$ cat src/rtl/alu_share_seq.sv
// alu_share_seq: round-robin sharing of one 8-bit ALU between two requesters,
// sequencing NBYTES-wide operations one byte per cycle, LSB first.
//
// state | meaning
// IDLE  | waiting for a request; grant, latch op/operands/id
// EXEC  | driving the ALU with byte byte_q and capturing its result
// DONE  | presenting the response until rsp_ready
module alu_share_seq #(
    parameter int NBYTES = 2,
    localparam int W = 8 * NBYTES
) (
    input  logic         clk,
    input  logic         reset,
    input  logic         rq0_valid,
    output logic         rq0_ready,
    input  logic [2:0]   rq0_op,
    input  logic [W-1:0] rq0_a,
    input  logic [W-1:0] rq0_b,
    input  logic         rq1_valid,
    output logic         rq1_ready,
    input  logic [2:0]   rq1_op,
    input  logic [W-1:0] rq1_a,
    input  logic [W-1:0] rq1_b,
    output logic         rsp_valid,
    input  logic         rsp_ready,
    output logic         rsp_id,
    output logic [W-1:0] rsp_out,
    output logic         rsp_cout,
    output logic         rsp_zero,
    output logic         rsp_err,
    output logic [2:0]   alu_ctrl,
    output logic [7:0]   alu_a,
    output logic [7:0]   alu_b,
    output logic         alu_cin,
    input  logic [7:0]   alu_out,
    input  logic         alu_cout,
    input  logic         alu_zero
);
    localparam int CW = (NBYTES > 1) ? $clog2(NBYTES) : 1;

    localparam logic [2:0] OP_ADD  = 3'd0;
    localparam logic [2:0] OP_ADDC = 3'd1;
    localparam logic [2:0] OP_AND  = 3'd3;
    localparam logic [2:0] OP_OR   = 3'd4;
    localparam logic [2:0] OP_NEG  = 3'd5;

    typedef enum logic [1:0] {IDLE, EXEC, DONE} state_t;

    state_t         state_q, state_d;
    logic           rr_q, rr_d;
    logic [CW-1:0]  byte_q, byte_d;
    logic [2:0]     op_q, op_d;
    logic [W-1:0]   a_q, a_d;
    logic [W-1:0]   b_q, b_d;
    logic           id_q, id_d;
    logic [W-1:0]   res_q, res_d;
    logic           carry_q, carry_d;
    logic           zero_q, zero_d;
    logic           err_q, err_d;
    logic           rsp_valid_q, rsp_valid_d;

    logic           pick1;
    logic [2:0]     sel_op;
    logic           supported;

    always_comb begin
        state_d     = state_q;
        rr_d        = rr_q;
        byte_d      = byte_q;
        op_d        = op_q;
        a_d         = a_q;
        b_d         = b_q;
        id_d        = id_q;
        res_d       = res_q;
        carry_d     = carry_q;
        zero_d      = zero_q;
        err_d       = err_q;
        rsp_valid_d = rsp_valid_q;
        rq0_ready   = 1'b0;
        rq1_ready   = 1'b0;
        pick1       = rq1_valid && (!rq0_valid || rr_q);
        sel_op      = pick1 ? rq1_op : rq0_op;
        supported   = (sel_op == OP_ADD) || (sel_op == OP_AND) ||
                      (sel_op == OP_OR)  || (sel_op == OP_NEG);

        case (state_q)
            IDLE: begin
                if (rq0_valid || rq1_valid) begin
                    rq0_ready   = !pick1;
                    rq1_ready   = pick1;
                    op_d        = sel_op;
                    a_d         = pick1 ? rq1_a : rq0_a;
                    b_d         = pick1 ? rq1_b : rq0_b;
                    id_d        = pick1;
                    rr_d        = !pick1;
                    byte_d      = '0;
                    res_d       = '0;
                    carry_d     = 1'b0;
                    zero_d      = supported;
                    err_d       = !supported;
                    rsp_valid_d = 1'b0;
                    state_d     = supported ? EXEC : DONE;
                end
            end
            EXEC: begin
                res_d[8*byte_q +: 8] = alu_out;
                carry_d              = alu_cout;
                zero_d               = zero_q & alu_zero;
                if (byte_q == CW'(NBYTES - 1)) begin
                    state_d     = DONE;
                    rsp_valid_d = 1'b1;
                end else begin
                    byte_d = byte_q + CW'(1);
                end
            end
            DONE: begin
                // Unsupported ops arrive here with rsp_valid low and spend one
                // cycle before presenting the error response.
                if (!rsp_valid_q) begin
                    rsp_valid_d = 1'b1;
                end else if (rsp_ready) begin
                    rsp_valid_d = 1'b0;
                    state_d     = IDLE;
                end
            end
            default: state_d = IDLE;
        endcase
    end

    always_comb begin
        alu_ctrl = OP_ADD;
        alu_a    = 8'd0;
        alu_b    = 8'd0;
        alu_cin  = 1'b0;
        if (state_q == EXEC) begin
            alu_a = a_q[8*byte_q +: 8];
            alu_b = b_q[8*byte_q +: 8];
            if (op_q == OP_ADD) begin
                if (byte_q != '0) begin
                    alu_ctrl = OP_ADDC;
                    alu_cin  = carry_q;
                end
            end else begin
                alu_ctrl = op_q;
            end
        end
    end

    always_ff @(posedge clk) begin
        if (reset) begin
            state_q     <= IDLE;
            rr_q        <= 1'b0;
            byte_q      <= '0;
            op_q        <= OP_ADD;
            a_q         <= '0;
            b_q         <= '0;
            id_q        <= 1'b0;
            res_q       <= '0;
            carry_q     <= 1'b0;
            zero_q      <= 1'b0;
            err_q       <= 1'b0;
            rsp_valid_q <= 1'b0;
        end else begin
            state_q     <= state_d;
            rr_q        <= rr_d;
            byte_q      <= byte_d;
            op_q        <= op_d;
            a_q         <= a_d;
            b_q         <= b_d;
            id_q        <= id_d;
            res_q       <= res_d;
            carry_q     <= carry_d;
            zero_q      <= zero_d;
            err_q       <= err_d;
            rsp_valid_q <= rsp_valid_d;
        end
    end

    assign rsp_valid = rsp_valid_q;
    assign rsp_id    = id_q;
    assign rsp_out   = res_q;
    assign rsp_cout  = (op_q == OP_ADD) && carry_q;
    assign rsp_zero  = zero_q;
    assign rsp_err   = err_q;

endmodule

$ cat config.mk
export PLATFORM = sky130hd
export DESIGN_NAME = alu_share_seq
export DESIGN_NICKNAME = d
export VERILOG_FILES = /design/src/rtl/alu_share_seq.sv
export SDC_FILE = /design/constraint.sdc
export NUM_CORES = 1
export LEC_CHECK = 0
export ABC_AREA = 1
export CORE_MARGIN = 5
export CORE_UTILIZATION = 40
export CTS_CLUSTER_DIAMETER = 120
export DETAILED_ROUTE_END_ITERATION = 8
export PLACE_DENSITY = 0.76
export SETUP_SLACK_MARGIN = 0.5
export SYNTH_ARGS = -nofsm -noshare
export SYNTH_HDL_FRONTEND = slang
export SYNTH_SLANG_ARGS = --single-unit
$ cat constraint.sdc
create_clock -name clk -period 3.9 [get_ports clk]
set_input_delay 0.78 -clock clk [delete_from_list [all_inputs] [get_ports clk]]
set_output_delay 0.78 -clock clk [all_outputs]
set_load 0.05 [all_outputs]
Figure 1. M1 wires (run 1).
Cells faint in the background.
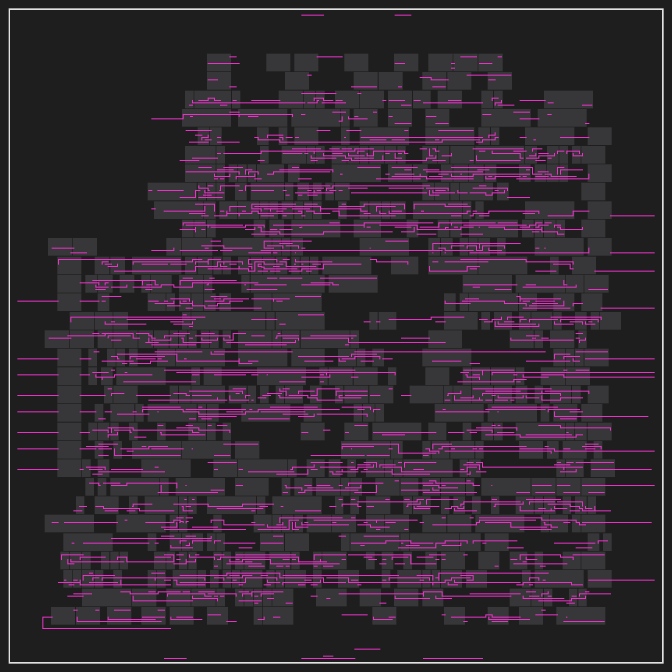
wire length on this layer: 3990 um
share of all routed wire: 43%

Figure 2. Metal 2 (run 1).
Scale bar: 20 um.
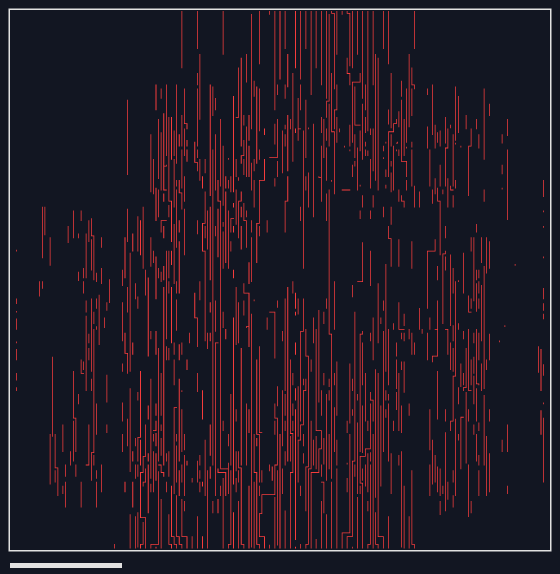
main direction: vertical
wire length on this layer: 4640 um
longest straight run: 56.1 um
nets with wire on the layer: 500
share of all routed wire: 50%

Figure 3. The metal 3 layer (run 1).
Scale bar: 20 um.
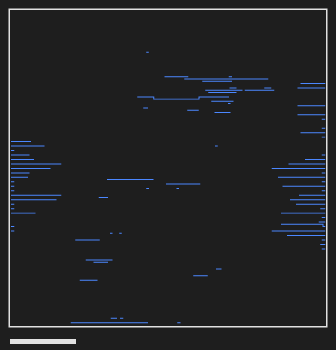
nets with wire on the layer: 70
longest straight run: 25.3 um
wire length on this layer: 498 um
main direction: horizontal
DR vias: 3214
met3 Usage GRT: 4.77%
drt total wl: 9310 um

==> impl_metrics.yaml, run 1 <==
# physical design summary
clock_tree:
  numCtsBuffers: 9
  path_clk_slew_ns: 0.07
  htreeDepth: 3
  cts_resized: 16
  clockBufferDepth: 2
  cts.sinks: 60
final_layout:
  regArea_sq_mm: 0.00120
  buffer_area_share_pct: 29.0
  flops: 60
  area_growth_pct: 52.8
  diodes: 0
  buffers: 132
power_and_ir_drop:
  sw_frac_of_total_pct: 41.7
  top_power_group: "combinational cells"
  p_int_mw: 1.55
  ir_drop_uv: 322
final_timing:
  rsz0062_at_grt: "false"
  hold-worst-slack_ns: 0.462
  relSlewSlack_pct: 64.3
  fmax_mhz: 312
  finClkSkew_ns: 0.00432
  worst_pin_slew_ns: 0.535
global_route:
  grtUsageMet2_pct: 34.8
  grt_pass1_vias: 3067
run:
  tool_warnings: 29
  max_cap_violations: 0
yosys:
  ys_top_cells_by_count: "136 x nand2_1, 60 x dfxtp_1, 46 x inv_1, 46 x nand3_1, 27 x a21oi_1"
  largest_area_cell: "dfxtp_1"
  ys_sh_simple_pct: 31.5
  ff_type: "dfxtp_1"
routing:
  ant_nets: 0
  met2_wirelength_um: 4640
  wl_met3_um: 497
  m1WireLength_um: 3990
critical_path:
  worstReg2RegEnd: "a_q[4]"
  cp_slowest_cell: "clkdlybuf4s50_1"
  max_stage_delay_ns: 0.85
  reg2reg_slack_ns: 1.91
  required_ns: 3.12
  start_kind: "register"
  setup.worst_path.start: "state_q[1]"
  reg2reg_from: "state_q[0]"
placement:
  place_hpwl_um: 6870
  preCtsSetupSlack_ns: 0.513
  dp_cells: 634
status:
  status: "complete, no violations"
==> run 2: changes to the inputs <==
--- a/config.mk
+++ b/config.mk
@@ -7,7 +7,7 @@
 export LEC_CHECK = 0
 export ABC_AREA = 1
 export CORE_MARGIN = 5
-export CORE_UTILIZATION = 40
+export CORE_UTILIZATION = 38
 export CTS_CLUSTER_DIAMETER = 120
 export DETAILED_ROUTE_END_ITERATION = 8
 export PLACE_DENSITY = 0.76
==> constraint.sdc (replaced) <==
create_clock -name clk -period 2.7 [get_ports clk]
set_input_delay 0.54 -clock clk [delete_from_list [all_inputs] [get_ports clk]]
set_output_delay 0.54 -clock clk [all_outputs]
set_load 0.05 [all_outputs]
Figure 4. The metal 3 layer (run 2).
Scale bar: 20 um.
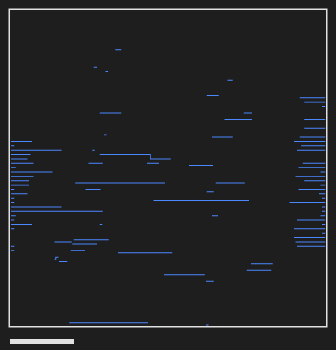
wire length on this layer: 536 um
share of all routed wire: 5.6%
nets with wire on the layer: 70

Figure 5. M1 wires (run 2).
Cells faint in the background.
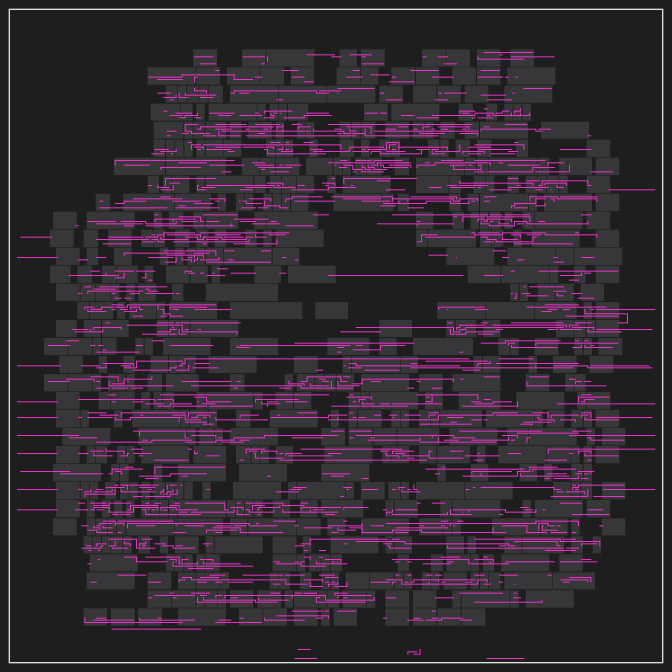
nets with wire on the layer: 578
longest straight run: 42.8 um

==> run 2 against run 1 <==
Final area up 9.0%. First-iteration DRC count up 17%. Die area up 4.7%. Synthesized cell count unchanged. Core utilization up 2.1 points. Clock-buffer cell count unchanged. Wire length up 2.6%. Critical path depth up 1. Register-to-register slack worse by 1.0 ns. Global-route usage down 1.6 points. Worst setup slack worse by 0.18 ns. Largest power group unchanged.
==> impl_metrics.yaml, run 2 <==
# physical design summary
critical_path:
  max_stage_delay_ns: 0.34
  start_kind: "register"
  reg2reg_slack_ns: 0.88
  reg2reg_from: "state_q[1]"
  worstReg2RegEnd: "state_q[1]"
  setup.worst_path.start: "state_q[1]"
clock_tree:
  clockBufferDepth: 2
  numCtsBuffers: 9
  cts.sinks: 60
  htreeDepth: 3
  path_clk_slew_ns: 0.06
  ctsHoldBuffers: 0
routing:
  wl_um: 9550
  m1WireLength_um: 4050
  wl_met3_um: 536
  met2_wirelength_um: 4760
  ant_nets: 0
  via_count: 3264
final_layout:
  area_growth_pct: 66.5
  buffer_area_share_pct: 32.8
  flops: 60
  regArea_sq_mm: 0.00120
  buffers: 144
yosys:
  ys_sh_simple_pct: 31.5
  synth-compound-area-share_pct: 15.5
  async_reset_ff_share_pct: 0
  ys_top_cells_by_count: "136 x nand2_1, 60 x dfxtp_1, 46 x inv_1, 46 x nand3_1, 27 x a21oi_1"
  largest_area_cell: "dfxtp_1"
  ff_type: "dfxtp_1"
power_and_ir_drop:
  p_seq_mw: 1.30
  p_int_mw: 2.41
  ir_drop_uv: 484
  sw_frac_of_total_pct: 40.8
  top_power_group: "combinational cells"
run:
  tool_warnings: 31
status:
  status: "complete, no violations"
final_timing:
  rsz0062_at_grt: "true"
  worst_pin_slew_ns: 0.529
  fmax_mhz: 459
  relSlewSlack_pct: 64.6
  hold-worst-slack_ns: 0.470
  finClkSkew_ns: 0.0101
global_route:
  antenna_found_initial: 0
  grtUsageMet2_pct: 32.6
placement:
  place_hpwl_um: 6830
  preCtsSetupSlack_ns: 0.365
  dp_cells: 640
==> run 3: changes to the inputs <==
==> constraint.sdc (replaced) <==
create_clock -name clk -period 1.92 [get_ports clk]
set_input_delay 0.384 -clock clk [delete_from_list [all_inputs] [get_ports clk]]
set_output_delay 0.384 -clock clk [all_outputs]
set_load 0.05 [all_outputs]
Figure 6. M1 wires (run 3).
Cells faint in the background.
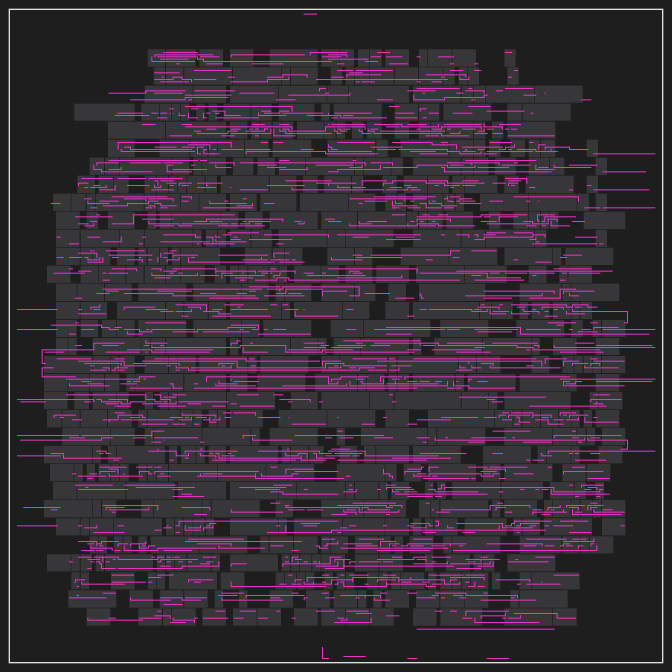
share of all routed wire: 39%
wire length on this layer: 4940 um
drt total wl: 12800 um
DR vias: 3680
met1 Use GR: 27.2%

Figure 7. M4 wires (run 3).
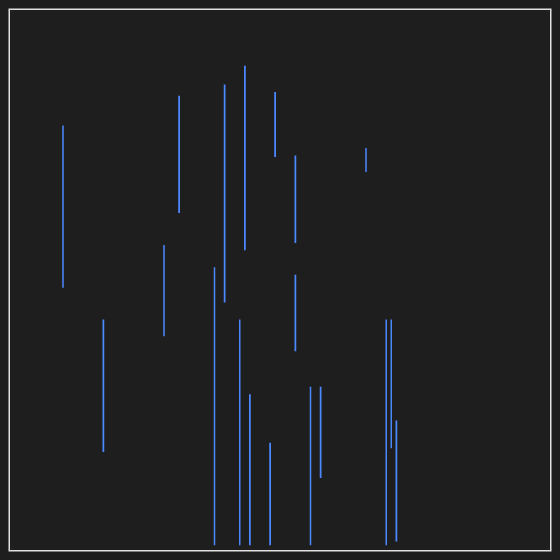
main direction: vertical
nets with wire on the layer: 17
share of all routed wire: 3.7%
longest straight run: 50.3 um

==> run 3 against run 2 <==
The flow now finishes with violations (setup timing). First-iteration DRC count is 30% higher. Core utilization grew 15 points. Synthesized cell count did not move. Wire length up 34%. Critical endpoint is now alu_a[1]. Highest routed layer unchanged.
==> impl_metrics.yaml, run 3 <==
# physical design summary
power_and_ir_drop:
  p_seq_mw: 1.92
  ir_drop_uv: 907
yosys:
  ys_top_cells_by_count: "136 x nand2_1, 60 x dfxtp_1, 46 x inv_1, 46 x nand3_1, 27 x a21oi_1"
  ys_sh_simple_pct: 31.5
  synth-compound-area-share_pct: 15.5
  async_reset_ff_share_pct: 0
placement:
  dp_cells: 647
  place_hpwl_um: 7090
  preCtsSetupSlack_ns: -0.00408
routing:
  wl_met3_um: 688
  ant_nets: 0
final_layout:
  buffer_area_share_pct: 37.9
  area_growth_pct: 105
  flops: 60
final_timing:
  setup_violations: 21
  finClkSkew_ns: 0.00974
  relSlewSlack_pct: 72.3
  rsz0062_at_grt: "true"
  setup_ws_ns: -0.161
global_route:
  antenna_found_initial: 0
  grtUsageMet2_pct: 42.5
status:
  status: "complete, but fails checks"
  violations: "setup timing"
clock_tree:
  cts.sinks: 60
  ctsHoldBuffers: 0
  path_clk_slew_ns: 0.07
  htreeDepth: 3
  numCtsBuffers: 9
critical_path:
  reg2reg_slack_ns: -0.09
  reg2reg_from: "state_q[1]"
  start_kind: "register"
  setup.worst_path.start: "state_q[1]"

==> layout pictures side by side <==
Clock wiring as the flow saved it.
panel A
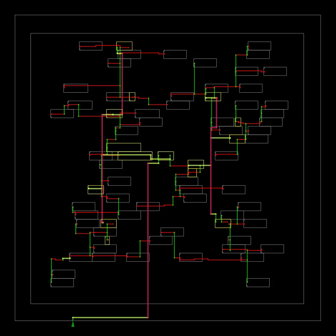
panel B
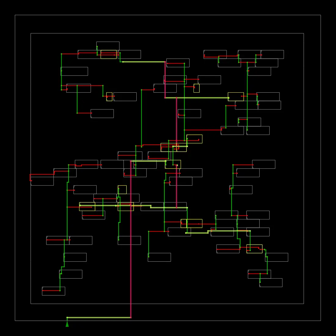
Run 3 is panel B.
Run 2 is panel A.

Power is estimated from default activity; no workload was simulated.
